**src/rtl/mips_wb_pkg.sv**
```systemverilog
// rtl/mips_wb_pkg.sv - shared encodings and state type for the MIPS write-back stage
//
// Purpose: write-back source selects, load sizes, register-file write-enable
//          codes and the write-back FSM state type.
// Ports:   none (package).
package mips_wb_pkg;

    // mem_to_reg encodings; 2'b11 is reserved and behaves like WB_SRC_ALU
    localparam logic [1:0] WB_SRC_ALU  = 2'b00;
    localparam logic [1:0] WB_SRC_MEM  = 2'b01;
    localparam logic [1:0] WB_SRC_LINK = 2'b10;

    // load_size encodings; 2'b11 is reserved and behaves like LD_WORD
    localparam logic [1:0] LD_WORD = 2'b00;
    localparam logic [1:0] LD_HALF = 2'b01;
    localparam logic [1:0] LD_BYTE = 2'b10;

    // RegWrite encodings; bit 1 is never set
    localparam logic [1:0] RW_IDLE  = 2'b00;
    localparam logic [1:0] RW_WRITE = 2'b01;

    typedef enum logic [1:0] {
        EMPTY    = 2'b00,
        WAIT_MEM = 2'b01,
        COMMIT   = 2'b10
    } wb_state_e;

endpackage

```
**src/rtl/wb_stage_load_align.sv**
```systemverilog
// rtl/wb_stage_load_align.sv - byte/half/word load alignment and extension
//
// Purpose: selects the addressed byte or halfword from a little-endian
//          memory word and sign- or zero-extends it to DATA_W.
// Ports:
//   mem_rdata     in   DATA_W  raw data-memory read word
//   offset        in   2       byte offset within the word (address bits [1:0])
//   load_size     in   2       LD_WORD / LD_HALF / LD_BYTE (11 acts as word)
//   load_unsigned in   1       1 = zero-extend, 0 = sign-extend
//   aligned       out  DATA_W  extended load result
module load_align
    import mips_wb_pkg::*;
#(
    parameter int DATA_W = 32
) (
    input  logic [DATA_W-1:0] mem_rdata,
    input  logic [1:0]        offset,
    input  logic [1:0]        load_size,
    input  logic              load_unsigned,
    output logic [DATA_W-1:0] aligned
);

    logic [7:0]  byte_sel;
    logic [15:0] half_sel;

    always_comb begin
        byte_sel = mem_rdata[{offset, 3'b000} +: 8];
        // Halfword loads ignore offset[0]; a misaligned half reads the enclosing half.
        half_sel = mem_rdata[{offset[1], 4'b0000} +: 16];

        case (load_size)
            LD_BYTE: aligned = load_unsigned ? {{(DATA_W-8){1'b0}}, byte_sel}
                                             : {{(DATA_W-8){byte_sel[7]}}, byte_sel};
            LD_HALF: aligned = load_unsigned ? {{(DATA_W-16){1'b0}}, half_sel}
                                             : {{(DATA_W-16){half_sel[15]}}, half_sel};
            default: aligned = mem_rdata;
        endcase
    end

endmodule

```
**src/rtl/wb_stage.sv**
```systemverilog
// rtl/wb_stage.sv - MIPS write-back stage with multi-cycle load wait
//
// Purpose: accepts retiring instructions from MEM, waits for the data-memory
//          response on loads, aligns load data, selects the write-back source
//          and drives the register-file write port plus a forwarding copy.
// Ports:
//   clk, rst                      clock, synchronous active-high reset
//   in_valid / in_ready           MEM handshake; transfer when both high
//   reg_write_in, mem_to_reg,
//   dest_reg, alu_result,
//   pcPlus4, load_size,
//   load_unsigned                 retiring instruction fields
//   mem_rdata, mem_rvalid         data-memory response
//   RegWrite, write_reg,
//   write_data_reg                register-file write port (registered)
//   fwd_valid, fwd_reg, fwd_data  same-cycle copy for decode-stage forwarding
//   stall_out                     upstream freeze request (!in_ready)
module wb_stage
    import mips_wb_pkg::*;
#(
    parameter int DATA_W    = 32,
    parameter int REG_IDX_W = 5
) (
    input  logic                 clk,
    input  logic                 rst,
    input  logic                 in_valid,
    output logic                 in_ready,
    input  logic                 reg_write_in,
    input  logic [1:0]           mem_to_reg,
    input  logic [REG_IDX_W-1:0] dest_reg,
    input  logic [DATA_W-1:0]    alu_result,
    input  logic [31:0]          pcPlus4,
    input  logic [1:0]           load_size,
    input  logic                 load_unsigned,
    input  logic [DATA_W-1:0]    mem_rdata,
    input  logic                 mem_rvalid,
    output logic [1:0]           RegWrite,
    output logic [31:0]          write_reg,
    output logic [DATA_W-1:0]    write_data_reg,
    output logic                 fwd_valid,
    output logic [REG_IDX_W-1:0] fwd_reg,
    output logic [DATA_W-1:0]    fwd_data,
    output logic                 stall_out
);

    wb_state_e            state_q;
    logic [1:0]           reg_write_q;
    logic [REG_IDX_W-1:0] write_reg_q;
    logic [DATA_W-1:0]    write_data_q;

    // Load fields held while waiting on the memory response
    logic [REG_IDX_W-1:0] ld_dest_q;
    logic                 ld_wen_q;
    logic [1:0]           ld_off_q;
    logic [1:0]           ld_size_q;
    logic                 ld_unsigned_q;

    logic                 accept;
    logic                 is_load;
    logic                 wen_in;
    logic [DATA_W-1:0]    src_data;
    logic [DATA_W-1:0]    aligned;

    assign in_ready = (state_q != WAIT_MEM);
    assign accept   = in_valid && in_ready;
    // Only register-writing loads wait for memory, so a store never stalls here.
    assign is_load  = (mem_to_reg == WB_SRC_MEM) && reg_write_in;
    assign wen_in   = reg_write_in && (dest_reg != '0);

    always_comb begin
        case (mem_to_reg)
            WB_SRC_LINK: src_data = DATA_W'(pcPlus4);
            default:     src_data = alu_result;
        endcase
    end

    load_align #(
        .DATA_W(DATA_W)
    ) u_load_align (
        .mem_rdata     (mem_rdata),
        .offset        (ld_off_q),
        .load_size     (ld_size_q),
        .load_unsigned (ld_unsigned_q),
        .aligned       (aligned)
    );

    always_ff @(posedge clk) begin
        if (rst) begin
            state_q       <= EMPTY;
            reg_write_q   <= RW_IDLE;
            write_reg_q   <= '0;
            write_data_q  <= '0;
            ld_dest_q     <= '0;
            ld_wen_q      <= 1'b0;
            ld_off_q      <= '0;
            ld_size_q     <= LD_WORD;
            ld_unsigned_q <= 1'b0;
        end else begin
            case (state_q)
                EMPTY, COMMIT: begin
                    // Write enable is a one-cycle pulse; data/index hold between commits.
                    reg_write_q <= RW_IDLE;
                    if (accept && is_load) begin
                        state_q       <= WAIT_MEM;
                        ld_dest_q     <= dest_reg;
                        ld_wen_q      <= wen_in;
                        ld_off_q      <= alu_result[1:0];
                        ld_size_q     <= load_size;
                        ld_unsigned_q <= load_unsigned;
                    end else if (accept) begin
                        state_q      <= COMMIT;
                        reg_write_q  <= wen_in ? RW_WRITE : RW_IDLE;
                        write_reg_q  <= dest_reg;
                        write_data_q <= src_data;
                    end else begin
                        state_q <= EMPTY;
                    end
                end
                WAIT_MEM: begin
                    reg_write_q <= RW_IDLE;
                    if (mem_rvalid) begin
                        state_q      <= COMMIT;
                        reg_write_q  <= ld_wen_q ? RW_WRITE : RW_IDLE;
                        write_reg_q  <= ld_dest_q;
                        write_data_q <= aligned;
                    end
                end
                default: begin
                    state_q     <= EMPTY;
                    reg_write_q <= RW_IDLE;
                end
            endcase
        end
    end

    assign RegWrite       = reg_write_q;
    assign write_reg      = 32'(write_reg_q);
    assign write_data_reg = write_data_q;
    assign fwd_valid      = reg_write_q[0];
    assign fwd_reg        = write_reg_q;
    assign fwd_data       = write_data_q;
    assign stall_out      = !in_ready;

endmodule

```
**config.mk**
```make
export PLATFORM = sky130hd
export DESIGN_NAME = wb_stage
export DESIGN_NICKNAME = d
export VERILOG_FILES = /design/src/rtl/mips_wb_pkg.sv /design/src/rtl/wb_stage_load_align.sv /design/src/rtl/wb_stage.sv
export SDC_FILE = /design/constraint.sdc
export NUM_CORES = 1
export LEC_CHECK = 0
export ABC_AREA = 1
export CAP_MARGIN = 20
export CORE_MARGIN = 8
export CORE_UTILIZATION = 34
export DETAILED_ROUTE_END_ITERATION = 10
export PLACE_DENSITY = 0.72
export SYNTH_ARGS = -nofsm -noshare
export SYNTH_HDL_FRONTEND = slang
export SYNTH_SLANG_ARGS = --single-unit
export TNS_END_PERCENT = 1
```
**constraint.sdc**
```tcl
create_clock -name clk -period 2.8 [get_ports clk]
set_input_delay 0.42 -clock clk [delete_from_list [all_inputs] [get_ports clk]]
set_output_delay 0.42 -clock clk [all_outputs]
set_load 0.01 [all_outputs]
```
**Ports around the boundary**

(2 px per um) Pins as bars across the die edge, other pins in grey.
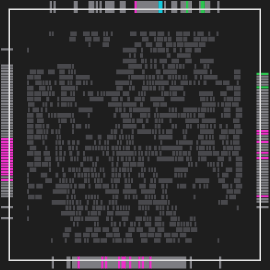
- fwd_reg: green (pins 5; direction output; edge 3 north, 2 east)
- mem_to_reg: cyan (pins 2; direction input; edge north)
- mem_rdata: magenta (pins 32; direction input; edge 15 west, 10 south, 6 east, 1 north)
- all pins by edge: 67 south, 52 west, 49 north, 49 east

**Routed metal, one colour a layer**

(3 px per um)
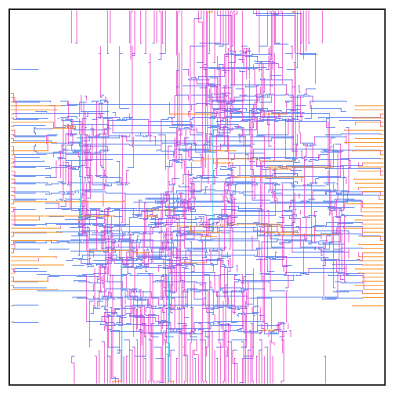
- met3: orange (wire length 936 um)
- met4: cyan (wire length 263 um)
- met1: blue (wire length 5,850 um)
- met2: magenta (wire length 6,350 um)

==> results.txt <==
Here are the numbers from the latest Yosys + OpenROAD run.

The initial antenna violation count came out at 0. Leaving out fill and tap cells, the most frequent cells in the layout are nand2_1, clkdlybuf4s50_1, a21oi_1. The sequential share of power came out at 0.366. The number of sinks driven by the clock tree is 51. Counting I/O delays and the setup requirement, the final critical path takes 2.11 ns. The area of all placed cells without fillers came out at 5670 um2. The script parses the final routing iteration and logs DRC violations as 0. The count of cells in the finished layout, fillers not included, comes to 939. Non-clock inverters in the final layout number 67.

The die width is 125 um. The routed design shows a wire length per standard cell of 14.3 um. The number of clock buffers inserted by TritonCTS came out at 5.

The power attributed to the clock group is 687 uW. The number of max-capacitance violations reported came out at 0. The floorplan report lists the tap cell count as 143. The repair_antennas step left the layout with diodes totalling 0. The path with the worst hold slack has its endpoint at ld_dest_q[0]. The setup slack at placement came out at 0.369 ns. The data required time of the worst path came out at 3.02 ns. The fraction of area in clock buffers and inverters came out at 0.0287.

For met3 alone, demand over resource in global routing was 0.0400. The flow ran to the end, and the final reports show no timing, DRC or antenna violations.
Power is estimated from default activity; no workload was simulated.
